[src/rtl/z_result_stage.sv]
// z_result_stage: captures ALU Z, keeps HI/LO, and streams results as one or two words over a valid/ready bus.
// Optional RESULT_FLAGS_EN adds zero/negative flags registered at capture.
module z_result_stage #(
    parameter int DATA_WIDTH = 32
) (
    input  logic                    clock,
    input  logic                    clear,
    input  logic                    z_in,
    input  logic                    wide_op,
    input  logic [2*DATA_WIDTH-1:0] z_data,
    input  logic                    out_ready,
    output logic                    out_valid,
    output logic [DATA_WIDTH-1:0]   out_data,
    output logic                    out_is_high,
    output logic                    busy,
    output logic [DATA_WIDTH-1:0]   hi_reg,
    output logic [DATA_WIDTH-1:0]   lo_reg,
`ifdef RESULT_FLAGS_EN
    output logic                    flag_zero,
    output logic                    flag_neg,
`endif
    output logic                    overrun
);
    typedef enum logic [1:0] {IDLE, SEND_LO, SEND_HI} state_t;

    state_t                  state_q;
    logic [2*DATA_WIDTH-1:0] buf_q;
    logic                    wide_q, valid_q, is_high_q, ovr_q;
    logic [DATA_WIDTH-1:0]   data_q, hi_q, lo_q;
    logic                    xfer, last_beat, accept, take;

    assign xfer      = valid_q && out_ready;
    assign last_beat = xfer && ((state_q == SEND_LO && !wide_q) || state_q == SEND_HI);
    assign accept    = (state_q == IDLE) || last_beat;
    assign take      = z_in && accept;
    assign busy      = !accept;

    always_ff @(posedge clock or posedge clear) begin
        if (clear) begin
            state_q   <= IDLE;
            buf_q     <= '0;
            wide_q    <= 1'b0;
            valid_q   <= 1'b0;
            data_q    <= '0;
            is_high_q <= 1'b0;
            hi_q      <= '0;
            lo_q      <= '0;
            ovr_q     <= 1'b0;
        end else begin
            ovr_q <= z_in && !accept;
            if (take) begin
                state_q   <= SEND_LO;
                buf_q     <= z_data;
                wide_q    <= wide_op;
                valid_q   <= 1'b1;
                data_q    <= z_data[DATA_WIDTH-1:0];
                is_high_q <= 1'b0;
                if (wide_op) begin
                    hi_q <= z_data[2*DATA_WIDTH-1:DATA_WIDTH];
                    lo_q <= z_data[DATA_WIDTH-1:0];
                end
            end else if (xfer) begin
                if (state_q == SEND_LO && wide_q) begin
                    state_q   <= SEND_HI;
                    data_q    <= buf_q[2*DATA_WIDTH-1:DATA_WIDTH];
                    is_high_q <= 1'b1;
                end else begin
                    state_q   <= IDLE;
                    valid_q   <= 1'b0;
                    is_high_q <= 1'b0;
                end
            end
        end
    end

`ifdef RESULT_FLAGS_EN
    logic zero_q, neg_q;

    always_ff @(posedge clock or posedge clear) begin
        if (clear) begin
            zero_q <= 1'b0;
            neg_q  <= 1'b0;
        end else if (take) begin
            zero_q <= wide_op ? (z_data == '0) : (z_data[DATA_WIDTH-1:0] == '0);
            neg_q  <= wide_op ? z_data[2*DATA_WIDTH-1] : z_data[DATA_WIDTH-1];
        end
    end

    assign flag_zero = zero_q;
    assign flag_neg  = neg_q;
`endif

    assign out_valid   = valid_q;
    assign out_data    = data_q;
    assign out_is_high = is_high_q;
    assign hi_reg      = hi_q;
    assign lo_reg      = lo_q;
    assign overrun     = ovr_q;
endmodule

[config.mk]
export PLATFORM = sky130hd
export DESIGN_NAME = z_result_stage
export DESIGN_NICKNAME = d
export VERILOG_FILES = /design/src/rtl/z_result_stage.sv
export SDC_FILE = /design/constraint.sdc
export NUM_CORES = 1
export LEC_CHECK = 0
export CORE_MARGIN = 2
export CORE_UTILIZATION = 48
export CTS_BUF_LIST = sky130_fd_sc_hd__clkbuf_4 sky130_fd_sc_hd__clkbuf_8
export DETAILED_ROUTE_END_ITERATION = 8
export GPL_TIMING_DRIVEN = 0
export PLACE_DENSITY_LB_ADDON = 0.12
export SETUP_SLACK_MARGIN = 0.1
export SLEW_MARGIN = 30
export SYNTH_ARGS = -nofsm -noshare
export SYNTH_HDL_FRONTEND = slang
export SYNTH_SLANG_ARGS = --single-unit
[constraint.sdc]
create_clock -name clock -period 9.89 [get_ports clock]
set_clock_uncertainty 0.15 [all_clocks]
set_input_delay 1.978 -clock clock [delete_from_list [all_inputs] [get_ports clock]]
set_output_delay 1.978 -clock clock [all_outputs]
set_load 0.005 [all_outputs]
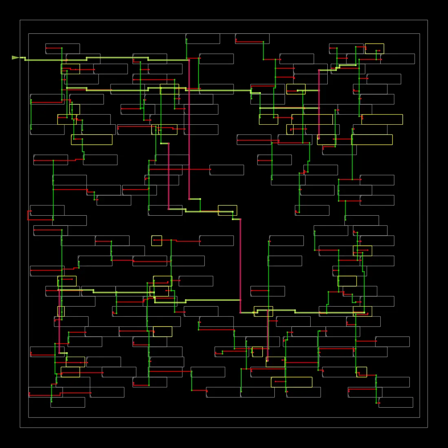
Fig. 1. The clock network (run 1).
clock network latency to the later pin of the worst-skew pair: 450 ps
Inserted Clock Buffers: 17
Clock Buffer Count: 23
clock net sink count: 133

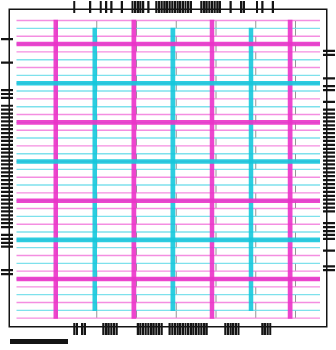
Fig. 2. PDN straps and rails (run 1).
Scale bar: 20 microns. Pins as bars on the die edge. Tap cells in gray.
Key: magenta = VSS; cyan = VDD
140 tap cells. 7 straps on met4. 7 straps on met5. 39 met1 rails follow the rows.

==> out/qor.json, run 1 <==
{
  "kind_of_critical_path": {"value": "primary input to output pin"},
  "setup_tns": {"value": 0, "unit": "ps"},
  "timing_worst_slew_pin_value": {"value": 607, "unit": "ps"},
  "max-slew-margin-rel": {"value": 59.4, "unit": "%"},
  "yosysCellCount": {"value": 369},
  "synth-edff-count": {"value": 0},
  "status": {"value": "finished, final reports clean"},
  "yosys-top-cells-count": {"value": "dfrtp_1, mux2_2, a21oi_1, mux2i_1, nor3_1"},
  "post-synth-top-count-cell": {"value": "dfrtp_1"},
  "log.warning_count": {"value": 26},
  "synthDominantCellAreaShare": {"value": 62.0, "unit": "%"},
  "start_of_the_worst_register_to_register_path": {"value": "state_q[1]"},
  "synthDominantAreaCellType": {"value": "dfrtp_1"},
  "critical_path_depth": {"value": 6},
  "powerDensity": {"value": 329, "unit": "nW/um^2"},
  "post_drt_wl_per_cell": {"value": 17.9, "unit": "microns"},
  "critPathCaptureType": {"value": "output pin"},
  "globalRouteTotalUtil": {"value": 22.8, "unit": "%"},
  "met3_usage": {"value": 9.66, "unit": "%"},
  "antenna_found_initial": {"value": 0},
  "timing.final.setup_violations": {"value": 0},
  "worstReg2RegEnd": {"value": "lo_reg[3]"}
}
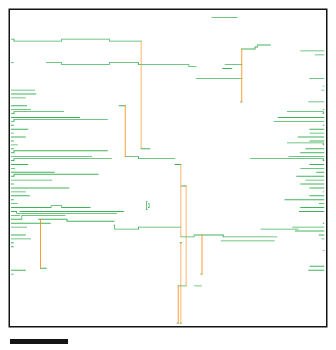
Fig. 3. Routed metal, one color a layer (run 1).
Scale bar: 20 microns. Two of the layers only.
Key: green = metal 3 [wire length 1060 microns]; orange = metal 4 [wire length 205 microns]

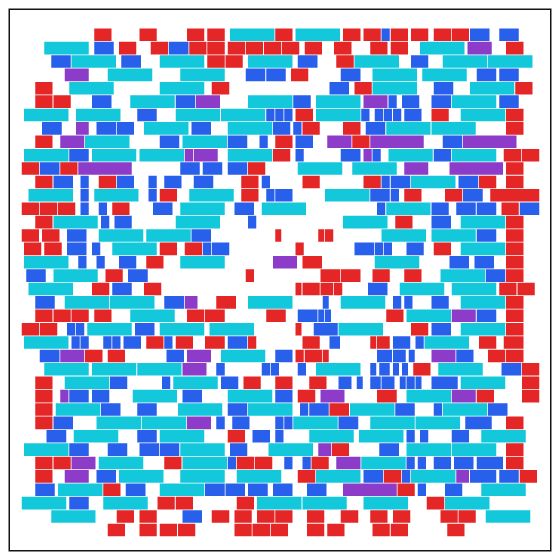
Fig. 4. Cells colored by class (run 1).
Key: purple = clock drivers and dummy loads [cells 32, share of their area 6.2%]; red = other buffers and delay cells [cells 193, share of their area 25%]; cyan = flops [cells 133, share of their area 44%]; blue = combinational and other logic [cells 212, share of their area 25%]

[run 1: worst register-to-register path, delay by kind of cell, from the launching register on]
kind | cells | cell delay, ps
flops | 1 | 420
buf+inv | 3 | 590
mux | 1 | 360
simple gates | 2 | 360
compound gates | 1 | 190
[run 1: cells in the final DEF, fill, tap and decap left out, drive strengths merged, types with 2 or more instances in the layout]
cell           count
inv                3
nor2               2
mux2              98
mux2i             31
nand2              6
clkdlybuf4s50    168
dfrtp            133
a21oi             31
clkinv             3
buf               19
clkbuf            29
or2                2
bufinv             5
nor3              31
[run 1: final cells by class]
| type | count | area [sq um] | share of cell area [%] |
|---|---|---|---|
| Clock buffer | 23 | 298 | 3.85 |
| Multi-Input combinational cell | 209 | 1850 | 23.9 |
| Timing Repair Buffer | 169 | 1710 | 22.1 |
| Clock inverter | 9 | 173 | 2.23 |
| Inverter | 3 | 18.8 | 0.243 |
| Tap cell | 140 | 175 | 2.27 |
| Sequential cell | 133 | 3330 | 43.1 |
| Buffer | 24 | 180 | 2.33 |
[run 1: power by group]
group / switching (mW) / total (mW) / internal (mW)
combinational: 0.369 / 1.05 / 0.677
sequential: 0.148 / 0.970 / 0.822
clock: 0.201 / 0.529 / 0.327
total: 0.718 / 2.54 / 1.83
[run 1: metrics by stage]
stage	instances	utilization, %	instance area (sq um)	hold slack [ps]
3_3_place_gp	677	66.4	7220	334
5_1_grt	710	71.0	7730	364
2_1_floorplan	369	-	5370	314
6_report	710	71.0	7730	357
4_1_cts	710	71.0	7730	359
3_5_place_dp	678	66.7	7260	343
[run 1: kinds of logic after synthesis]
group / synth area share [%]
adder cells (fa/ha/maj): 0.186
multiplexers: 26.6
AND/OR/NAND/NOR: 4.20
AND-OR/OR-AND: 3.43
buffers and inverters: 3.57
flip-flops: 62.0
--- run 2 (diff from run 1) ---
==> constraint.sdc (replaced) <==
create_clock -name clock -period 5.89 [get_ports clock]
set_clock_uncertainty 0.15 [all_clocks]
set_input_delay 1.178 -clock clock [delete_from_list [all_inputs] [get_ports clock]]
set_output_delay 1.178 -clock clock [all_outputs]
set_load 0.005 [all_outputs]
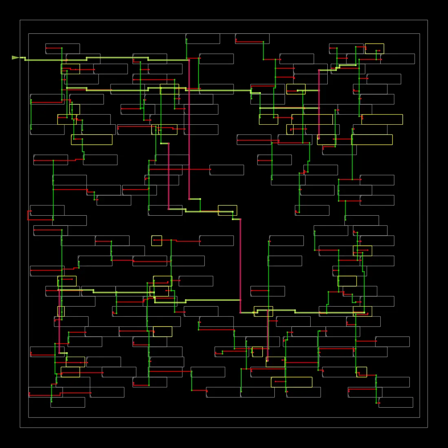
Fig. 5. The clock network (run 2).
Clock net power: 0.888 mW
registers: 133

==> run 2 against run 1 <==
Against the previous run: sequential power increased by 68%; critical path depth did not move; sequential cell count stayed put.
==> out/qor.json, run 2 <==
{
  "num-nonclk-inverters": {"value": 3, "change": "unchanged"},
  "clkbuf_count": {"value": 23, "change": "unchanged"},
  "yosysCellCount": {"value": 369, "change": "unchanged"},
  "comb-cell-share": {"value": 23.9, "unit": "%", "change": "unchanged"},
  "synth-edff-count": {"value": 0, "change": "unchanged"},
  "num_tap_cells": {"value": 140, "change": "unchanged"},
  "critPathCaptureType": {"value": "output pin"},
  "log.warning_count": {"value": 26, "change": "unchanged"},
  "placed_cells_incl_taps": {"value": 678, "change": "unchanged"},
  "post_drt_wl_per_cell": {"value": 17.9, "unit": "microns", "change": "unchanged"},
  "status": {"value": "finished, final reports clean"},
  "synthDominantCellAreaShare": {"value": 62.0, "unit": "%", "change": "unchanged"},
  "yosys-top-cells-count": {"value": "dfrtp_1, mux2_2, a21oi_1, mux2i_1, nor3_1"},
  "area_of_the_multi_input_gates": {"value": 1850, "unit": "sq um", "change": "unchanged"},
  "mostFrequentLayoutCell": {"value": "clkdlybuf4s50_1"},
  "nNonClkBuffers": {"value": 193, "change": "unchanged"},
  "post-synth-top-count-cell": {"value": "dfrtp_1"},
  "bufAreaShareNonClock": {"value": 24.4, "unit": "%", "change": "unchanged"},
  "sequential_cell_area": {"value": 3330, "unit": "sq um", "change": "unchanged"},
  "worstReg2RegEnd": {"value": "lo_reg[3]"},
  "tritoncts_num_sinks": {"value": 133, "change": "unchanged"},
  "layout.core_utilization": {"value": 71.0, "unit": "%", "change": "unchanged"}
}
[run 2: cell counts after synthesis]
Identical to the previous run, type by type.
[run 2: kinds of logic after synthesis]
logic type               Yosys count  synth area share, %
buffers and inverters             27                 3.57
flip-flops                       133                 62.0
adder cells (fa/ha/maj)            1                0.186
multiplexers                     129                 26.6
AND-OR/OR-AND                     35                 3.43
AND/OR/NAND/NOR                   44                 4.20
[run 2: worst max-delay path by stage]
stage | to | slack, ps | cells past startpoint
after global placement | hi_reg[11] | -790 | 2
after floorplan | buf_q[32] | 1010 | 1
after global routing | busy | 1240 | 6
final | busy | 1400 | 6
after detailed placement | busy | 1390 | 6
after CTS | busy | 1380 | 6
[run 2: critical path, cell delays in order]
cell and delay, ps:
clkdlybuf4s50_1 440, a21boi_0 240, o22a_1 170, buf_4 150, clkbuf_1 390, clkdlybuf4s50_1 590
[run 2: through the flow]
step / total power [mW] / setup TNS, ps
2_1_floorplan: 2.43 / 0
3_3_place_gp: 3.35 / -103480
3_5_place_dp: 3.41 / 0
4_1_cts: 4.32 / 0
5_1_grt: 4.54 / 0
6_report: 4.27 / 0
[run 2: power by group]
group / switching [mW] / total [mW] / internal [mW] / leakage [nW]
clock: 0.338 / 0.888 / 0.550 / 0.240
combinational: 0.619 / 1.76 / 1.14 / 1.39
sequential: 0.248 / 1.63 / 1.38 / 1.55
total: 1.21 / 4.27 / 3.07 / 3.18
[run 2: metal layers]
layer,global-route usage [%],wire length [microns],vias up
met5,0,0,-
met2,36.6,6310,121
met1,27.4,5160,1845
met3,9.66,1060,21
met4,8.50,204,0
li1,-,-,1692
Power figures rest on the tool's default switching activity, not on a simulated workload.
